### src/rtl/sdram_burst_master.sv
// Request-side client for the de10_lite_sdram user port: splits a job into
// bursts, stages write bursts from a stream and forwards read beats.
module sdram_burst_master #(
    parameter int BurstLength = 8,
    parameter int AddrWidth   = 25,
    parameter int DataWidth   = 16,
    parameter int CountBits   = 16,
    parameter int GapCycles   = 2
) (
    input  logic                 clk_i,
    input  logic                 rst_i,
    input  logic                 req_valid_i,
    output logic                 req_ready_o,
    input  logic                 req_write_i,
    input  logic [AddrWidth-1:0] req_address_i,
    input  logic [CountBits-1:0] req_bursts_i,
    input  logic [DataWidth-1:0] wr_data_i,
    input  logic                 wr_valid_i,
    output logic                 wr_ready_o,
    output logic [DataWidth-1:0] rd_data_o,
    output logic                 rd_valid_o,
    output logic                 done_o,
    output logic [1:0]           mem_command_o,
    output logic [AddrWidth-1:0] mem_address_o,
    output logic [DataWidth-1:0] mem_write_data_o,
    input  logic [DataWidth-1:0] mem_read_data_i,
    input  logic                 mem_read_valid_i,
    input  logic                 mem_write_done_i
);
    localparam int IdxW = (BurstLength > 1) ? $clog2(BurstLength) : 1;
    localparam int CntW = $clog2(BurstLength + 1);
    localparam int GapW = (GapCycles > 1) ? $clog2(GapCycles) : 1;

    localparam logic [3:0] IDLE    = 4'd0;
    localparam logic [3:0] FILL    = 4'd1;
    localparam logic [3:0] WR_CMD  = 4'd2;
    localparam logic [3:0] WR_WAIT = 4'd3;
    localparam logic [3:0] WR_DATA = 4'd4;
    localparam logic [3:0] RD_CMD  = 4'd5;
    localparam logic [3:0] RD_WAIT = 4'd6;
    localparam logic [3:0] GAP     = 4'd7;
    localparam logic [3:0] DONE    = 4'd8;

    localparam logic [1:0] CMD_IDLE  = 2'b00;
    localparam logic [1:0] CMD_WRITE = 2'b01;
    localparam logic [1:0] CMD_READ  = 2'b10;

    logic [3:0]           state_q, state_d;
    logic                 write_q, write_d;
    logic [AddrWidth-1:0] addr_q, addr_d;
    logic [CountBits-1:0] bursts_q, bursts_d;
    logic [CountBits-1:0] k_q, k_d;
    logic [CntW-1:0]      fill_cnt_q, fill_cnt_d;
    logic [IdxW-1:0]      word_idx_q, word_idx_d;
    logic [CntW-1:0]      beat_cnt_q, beat_cnt_d;
    logic [GapW-1:0]      gap_cnt_q, gap_cnt_d;
    logic [DataWidth-1:0] buf_q [BurstLength];
    logic [DataWidth-1:0] buf_d [BurstLength];

    logic                 req_ready_q, req_ready_d;
    logic                 wr_ready_q, wr_ready_d;
    logic [DataWidth-1:0] rd_data_q, rd_data_d;
    logic                 rd_valid_q, rd_valid_d;
    logic                 done_q, done_d;
    logic [1:0]           mem_command_q, mem_command_d;
    logic [AddrWidth-1:0] mem_address_q, mem_address_d;
    logic [DataWidth-1:0] mem_write_data_q, mem_write_data_d;

    logic                 pop;
    logic [IdxW-1:0]      next_idx;
    logic [AddrWidth-1:0] next_addr;
    logic [CountBits-1:0] next_k;

    // NOTE: every always_comb output is defaulted first so no path infers a latch.
    always_comb begin
        state_d          = state_q;
        write_d          = write_q;
        addr_d           = addr_q;
        bursts_d         = bursts_q;
        k_d              = k_q;
        fill_cnt_d       = fill_cnt_q;
        word_idx_d       = word_idx_q;
        beat_cnt_d       = beat_cnt_q;
        gap_cnt_d        = gap_cnt_q;
        buf_d            = buf_q;
        mem_command_d    = CMD_IDLE;
        mem_address_d    = mem_address_q;
        mem_write_data_d = mem_write_data_q;
        rd_data_d        = rd_data_q;
        rd_valid_d       = 1'b0;

        next_idx  = word_idx_q + 1'b1;
        next_addr = addr_q + AddrWidth'(BurstLength);
        next_k    = k_q + 1'b1;
        pop       = (state_q == FILL) && wr_valid_i && wr_ready_q;

        case (state_q)
            IDLE: begin
                if (req_valid_i && req_ready_q) begin
                    write_d  = req_write_i;
                    addr_d   = req_address_i;
                    bursts_d = req_bursts_i;
                    k_d      = '0;
                    if (req_bursts_i == '0) begin
                        state_d = DONE;
                    end else if (req_write_i) begin
                        state_d    = FILL;
                        fill_cnt_d = '0;
                    end else begin
                        state_d       = RD_CMD;
                        beat_cnt_d    = '0;
                        mem_command_d = CMD_READ;
                        mem_address_d = req_address_i;
                    end
                end
            end
            FILL: begin
                if (pop) begin
                    buf_d[fill_cnt_q[IdxW-1:0]] = wr_data_i;
                    fill_cnt_d = fill_cnt_q + 1'b1;
                    if (fill_cnt_q == CntW'(BurstLength - 1)) begin
                        // buf_d so that word 0 is correct even when it is the word just popped
                        state_d          = WR_CMD;
                        word_idx_d       = '0;
                        mem_command_d    = CMD_WRITE;
                        mem_address_d    = addr_q;
                        mem_write_data_d = buf_d[0];
                    end
                end
            end
            WR_CMD: begin
                state_d = WR_WAIT;
            end
            WR_WAIT: begin
                if (mem_write_done_i) begin
                    if (BurstLength == 1) begin
                        state_d   = GAP;
                        gap_cnt_d = '0;
                    end else begin
                        state_d          = WR_DATA;
                        word_idx_d       = next_idx;
                        mem_write_data_d = buf_q[next_idx];
                    end
                end
            end
            WR_DATA: begin
                if (word_idx_q == IdxW'(BurstLength - 1)) begin
                    state_d   = GAP;
                    gap_cnt_d = '0;
                end else begin
                    word_idx_d       = next_idx;
                    mem_write_data_d = buf_q[next_idx];
                end
            end
            RD_CMD: begin
                state_d = RD_WAIT;
            end
            RD_WAIT: begin
                if (mem_read_valid_i) begin
                    rd_valid_d = 1'b1;
                    rd_data_d  = mem_read_data_i;
                    if (beat_cnt_q == CntW'(BurstLength - 1)) begin
                        state_d   = GAP;
                        gap_cnt_d = '0;
                    end else begin
                        beat_cnt_d = beat_cnt_q + 1'b1;
                    end
                end
            end
            GAP: begin
                if (gap_cnt_q == GapW'(GapCycles - 1)) begin
                    k_d    = next_k;
                    addr_d = next_addr;
                    if (next_k < bursts_q) begin
                        if (write_q) begin
                            state_d    = FILL;
                            fill_cnt_d = '0;
                        end else begin
                            state_d       = RD_CMD;
                            beat_cnt_d    = '0;
                            mem_command_d = CMD_READ;
                            mem_address_d = next_addr;
                        end
                    end else begin
                        state_d = DONE;
                    end
                end else begin
                    gap_cnt_d = gap_cnt_q + 1'b1;
                end
            end
            DONE: begin
                state_d = IDLE;
            end
            default: begin
                state_d = IDLE;
            end
        endcase

        // Status outputs are registered copies of what the next state implies.
        done_d      = (state_d == DONE);
        req_ready_d = (state_d == IDLE);
        wr_ready_d  = (state_d == FILL) && (fill_cnt_d != CntW'(BurstLength));
    end

    // NOTE: sequential state uses non-blocking assignments only.
    always_ff @(posedge clk_i) begin
        if (rst_i) begin
            state_q          <= IDLE;
            write_q          <= 1'b0;
            addr_q           <= '0;
            bursts_q         <= '0;
            k_q              <= '0;
            fill_cnt_q       <= '0;
            word_idx_q       <= '0;
            beat_cnt_q       <= '0;
            gap_cnt_q        <= '0;
            req_ready_q      <= 1'b0;
            wr_ready_q       <= 1'b0;
            rd_data_q        <= '0;
            rd_valid_q       <= 1'b0;
            done_q           <= 1'b0;
            mem_command_q    <= CMD_IDLE;
            mem_address_q    <= '0;
            mem_write_data_q <= '0;
        end else begin
            state_q          <= state_d;
            write_q          <= write_d;
            addr_q           <= addr_d;
            bursts_q         <= bursts_d;
            k_q              <= k_d;
            fill_cnt_q       <= fill_cnt_d;
            word_idx_q       <= word_idx_d;
            beat_cnt_q       <= beat_cnt_d;
            gap_cnt_q        <= gap_cnt_d;
            req_ready_q      <= req_ready_d;
            wr_ready_q       <= wr_ready_d;
            rd_data_q        <= rd_data_d;
            rd_valid_q       <= rd_valid_d;
            done_q           <= done_d;
            mem_command_q    <= mem_command_d;
            mem_address_q    <= mem_address_d;
            mem_write_data_q <= mem_write_data_d;
        end
    end

    // NOTE: the staging buffer is not reset; fill_cnt_q alone says which words are valid.
    always_ff @(posedge clk_i) begin
        buf_q <= buf_d;
    end

    assign req_ready_o      = req_ready_q;
    assign wr_ready_o       = wr_ready_q;
    assign rd_data_o        = rd_data_q;
    assign rd_valid_o       = rd_valid_q;
    assign done_o           = done_q;
    assign mem_command_o    = mem_command_q;
    assign mem_address_o    = mem_address_q;
    assign mem_write_data_o = mem_write_data_q;

endmodule

### config.mk
export PLATFORM = sky130hd
export DESIGN_NAME = sdram_burst_master
export DESIGN_NICKNAME = d
export VERILOG_FILES = /design/src/rtl/sdram_burst_master.sv
export SDC_FILE = /design/constraint.sdc
export NUM_CORES = 1
export LEC_CHECK = 0
export ABC_CLOCK_PERIOD_IN_PS = 3650
export CORE_MARGIN = 2
export CORE_UTILIZATION = 51
export DETAILED_ROUTE_END_ITERATION = 10
export GPL_TIMING_DRIVEN = 0
export PLACE_DENSITY = 0.73
export SLEW_MARGIN = 20
export SYNTH_ARGS = -nofsm -noshare
export SYNTH_HDL_FRONTEND = slang
export SYNTH_SLANG_ARGS = --single-unit
### constraint.sdc
create_clock -name clk_i -period 3.65 [get_ports clk_i]
set_clock_uncertainty 0.15 [all_clocks]
set_input_delay 0.73 -clock clk_i [delete_from_list [all_inputs] [get_ports clk_i]]
set_output_delay 0.73 -clock clk_i [all_outputs]
set_load 0.02 [all_outputs]
==> run_1/clock_nets.png <==
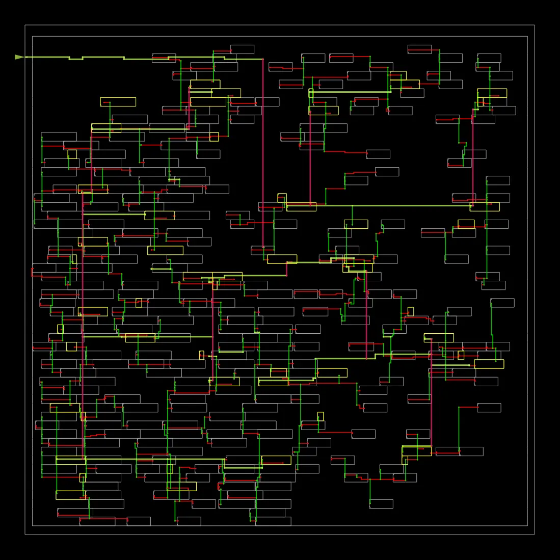
clock buffer count from CTS: 29
clock-net power: 2.96 mW
number of sinks handled by clock tree synthesis: 265
number of flip-flops and latches: 265
clock latency at the later pin of the worst-skew pair: 560 ps

==> run_1/gates.png <==
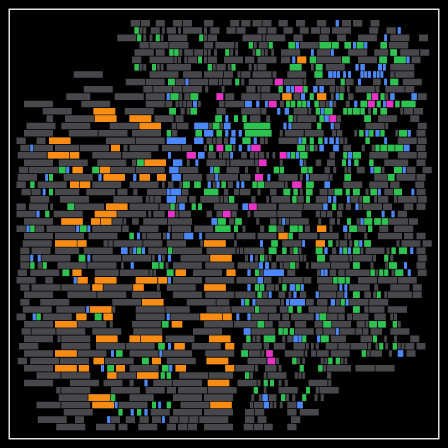
family	color	cells	most used
nor cells	blue	201	nor2_1
aoi and oai cells	green	248	a21oi_1
mux cells	orange	70	mux4_2
non-inverting ao/oa cells	magenta	20	a21o_1
share of the final layout cell area in multi-input gates: 34.6%
tally of non-filler cells in the final layout: 1694
most numerous logic cell after layout: sky130_fd_sc_hd__nor2_1

==> summary.txt, run 1 <==
Here are the numbers from the latest Yosys + OpenROAD run.

The area taken by flip-flops and latches is 0.00661 mm2. The first-pass GRT wire length is 50900 um. Each instance of the synthesized netlist takes up on average 10.5 um2. The number of placed cells counting well taps came out at 1625.

Summing all non-filler instances in the final layout gives an area of 0.0155 mm2. The launch point of the worst hold path is rd_data_o[5]. Hold is met by 301 ps. The die extent in x is 159 um. For this design the top-level I/O count stands at 143. The path class of the lowest-slack min-delay path is flip-flop to flip-flop. Summed over its instances, the top area cell type makes up 31.5% of the synthesized netlist area. At the worst endpoint, the arrival time is 3940 ps. The cell count listed in synth_stat.txt is 1155. Looking at the reg2reg group, the worst path starts from k_q[6]. The delay contributed by the slowest stage of the critical path came out at 390 ps. The end of the worst hold path is rd_data_o[5]. Setup slack on the worst path after placement came out at -874 ps. The highest fanout seen on the critical path came out at 10. After synthesis, the chip area reported by Yosys is 0.0122 mm2.

The share of total power consumed by net switching came out at 27.2%. The area growth from synthesis to layout is 27.5%. The most frequent cell on the critical path is sky130_fd_sc_hd__nor2_1. The global-route met2 utilization is 46.1%. For the combinational group, total power comes out at 1.34 mW. The sum of routed wire segments on met1 is 13500 um.

The flow ran to the end, and the final reports show no timing, DRC or antenna violations. The total detailed-routing wirelength came out at 33500 um. The placeable core area came out at 0.0235 mm2. Yosys reports that the most numerous cell types are sky130_fd_sc_hd__nor2_1 (153), sky130_fd_sc_hd__dfxtp_1 (137), sky130_fd_sc_hd__edfxtp_1 (128).

The vertical extent of the die came out at 159 um. The clock buffer count in the final layout is 33. The element type at the critical path end is a flip-flop. The number of global-route vias before repair came out at 9526. Once iteration 0 of detailed routing completed, the report listed 838 DRC markers.

The multiplexer share of the synthesized area is 9.20%. The power density relative to cell area came out at 493 mW/mm2.
==> run_1/ff_map.png <==
Other sequential cells in the stronger gray, the rest of the logic in the fainter gray.
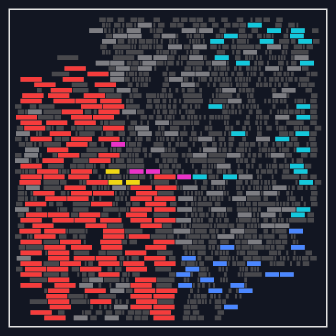
netlist name	color	placed flops
bursts_q	blue	16
buf_q	red	128
mem_address_o	cyan	25
fill_cnt_q	magenta	4
word_idx_q	yellow	3

==> inputs of run 2 (changes only) <==
--- a/config.mk
+++ b/config.mk
@@ -6,6 +6,7 @@
 export NUM_CORES = 1
 export LEC_CHECK = 0
 export ABC_CLOCK_PERIOD_IN_PS = 3650
+export CAP_MARGIN = 10
 export CORE_MARGIN = 2
 export CORE_UTILIZATION = 51
 export DETAILED_ROUTE_END_ITERATION = 10
==> run_2/clock_nets.png <==
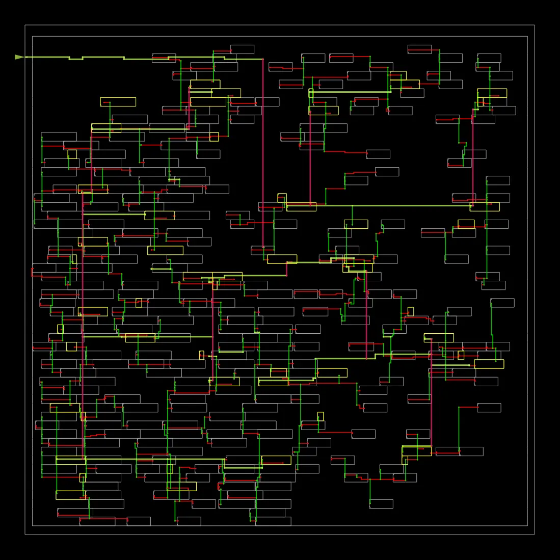
number of clock-tree buffers in the layout: 33

==> run 2 against run 1 <==
Maximum frequency unchanged; final cell count did not move; critical path depth stayed put; largest cell class unchanged.
==> summary.txt, run 2 <==
Here are the numbers from the latest Yosys + OpenROAD run.

The delay contributed by the slowest stage of the critical path came to 390 ps (about the same). The cell count listed in synth_stat.txt came out at 1155 (unchanged). The number of DRC markers in iteration 0 came out at 838 (unchanged). The share of total power consumed by net switching came to 27.2% (unchanged). The commonest cells after synthesis are sky130_fd_sc_hd__nor2_1 (153), sky130_fd_sc_hd__dfxtp_1 (137), sky130_fd_sc_hd__edfxtp_1 (128). The post-route standard cell area excluding fillers was 0.0155 mm2 (unchanged). The placeable core area was 0.0235 mm2 (unchanged). The worst-skew pair later-pin latency is 560 ps (about the same). Looking at the hold checks, the worst path lands on rd_data_o[5].

According to the hold report, the worst path is of the flip-flop to flip-flop type. The summed standard-cell area reported by yosys came out at 0.0122 mm2 (unchanged). The die extent in x came out at 159 um (unchanged). The post-layout instance count excluding filler cells came out at 1694 (unchanged). The total detailed-routing wirelength was 33500 um (unchanged).

STA lists the startpoint of the worst register-to-register path as k_q[6]. The flow ran to the end, and the final reports show no timing, DRC or antenna violations. The number of clock buffers inserted by TritonCTS is 29 (unchanged).

The launch point of the worst hold path is rd_data_o[5]. The highest fanout seen on the critical path came out at 10 (unchanged). The global-route met2 utilization is 46.1% (unchanged). The synthesized area divided by synthesized cell count came to 10.5 um2 (unchanged). Leaving out fill and tap cells, the most frequent cell in the layout is sky130_fd_sc_hd__nor2_1. The count of boundary I/O pins was 143 (unchanged). The area growth from synthesis to layout is 27.5% (unchanged).

The number of placed cells counting well taps came out at 1625 (unchanged). The sum of routed wire segments on met1 came out at 13500 um (unchanged). The power drawn by the combinational cells was 1.34 mW (about the same). The total number of sequential cells came out at 265 (unchanged).

The first-pass GRT wire length was 50900 um (unchanged). The vertical extent of the die is 159 um (unchanged). The data arrival time of the critical path is 3940 ps (about the same).
==> inputs of run 3 (changes only) <==
--- a/config.mk
+++ b/config.mk
@@ -9,6 +9,7 @@
 export CAP_MARGIN = 10
 export CORE_MARGIN = 2
 export CORE_UTILIZATION = 51
+export CTS_CLUSTER_DIAMETER = 80
 export DETAILED_ROUTE_END_ITERATION = 10
 export GPL_TIMING_DRIVEN = 0
 export PLACE_DENSITY = 0.73
==> run_3/clock_nets.png <==
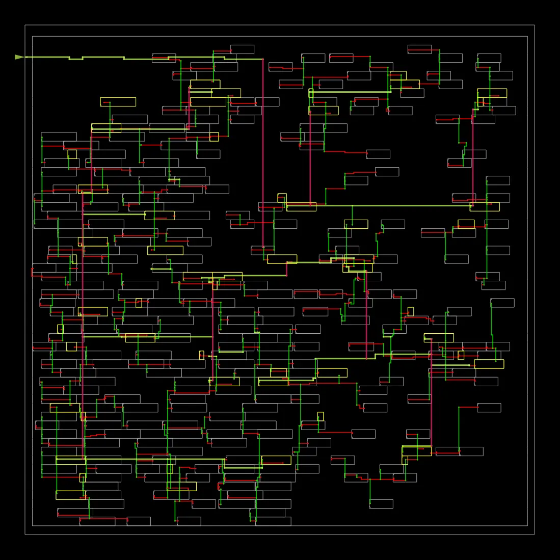

==> run 3 against run 2 <==
Final cell count did not move; worst setup slack stayed put; sequential share of layout area is the same; sequential power about the same; non-clock buffer count is the same; routed wire length did not move; total power did not move; clock power is essentially flat; synthesized cell count unchanged; clock-buffer cell count is the same; core utilization unchanged; global-route usage unchanged; critical endpoint unchanged; highest routed layer unchanged.
==> summary.txt, run 3 <==
Here are the numbers from the latest Yosys + OpenROAD run.

In the synthesized netlist, the cells that appear most often are sky130_fd_sc_hd__nor2_1 (153), sky130_fd_sc_hd__dfxtp_1 (137), sky130_fd_sc_hd__edfxtp_1 (128). The most frequent logic cell in the layout is sky130_fd_sc_hd__nor2_1. The highest fanout seen on the critical path came to 10 (unchanged). For this run, the detailed router reports a per-instance via density of 5.83.

The summed standard-cell area reported by yosys is 0.0122 mm2 (unchanged). The post-layout instance count excluding filler cells is 1694 (unchanged). The die extent in x was 159 um (unchanged). In the hold report, the worst path ends at rd_data_o[5]. The path class of the lowest-slack min-delay path is flip-flop to flip-flop. The total detailed-routing wirelength is 33500 um (unchanged).

The number of clock buffers inserted by TritonCTS is 29 (unchanged). The number of DRC markers in iteration 0 is 838 (unchanged). The flow ran to the end, and the final reports show no timing, DRC or antenna violations. The data arrival time of the critical path came out at 3940 ps (about the same). The area growth from synthesis to layout came out at 27.5% (unchanged).

The synthesized area divided by synthesized cell count is 10.5 um2 (unchanged). Synthesis produced a netlist with a net count of 1256. The cell count listed in synth_stat.txt is 1155 (unchanged). The number of cells upsized or downsized after cts came out at 25. The beginning of the worst register-to-register path is k_q[6]. The delay contributed by the slowest stage of the critical path came out at 390 ps (about the same).

The total number of sequential cells came out at 265 (unchanged). The placeable core area came to 0.0235 mm2 (unchanged). The sum of routed wire segments on met1 came to 13500 um (unchanged). For the worst min-delay path, the startpoint reported by OpenROAD is rd_data_o[5]. The part of the total power dissipated in combinational logic is 17.5%. The global-route met2 utilization is 46.1% (unchanged). The count of boundary I/O pins came out at 143 (unchanged). The power drawn by the combinational cells is 1.34 mW (about the same).

The share of total power consumed by net switching came out at 27.2% (unchanged). The worst-skew pair later-pin latency was 560 ps (about the same). The share of the yosys chip area belonging to registers is 54.1%.
Power is estimated from default activity; no workload was simulated.
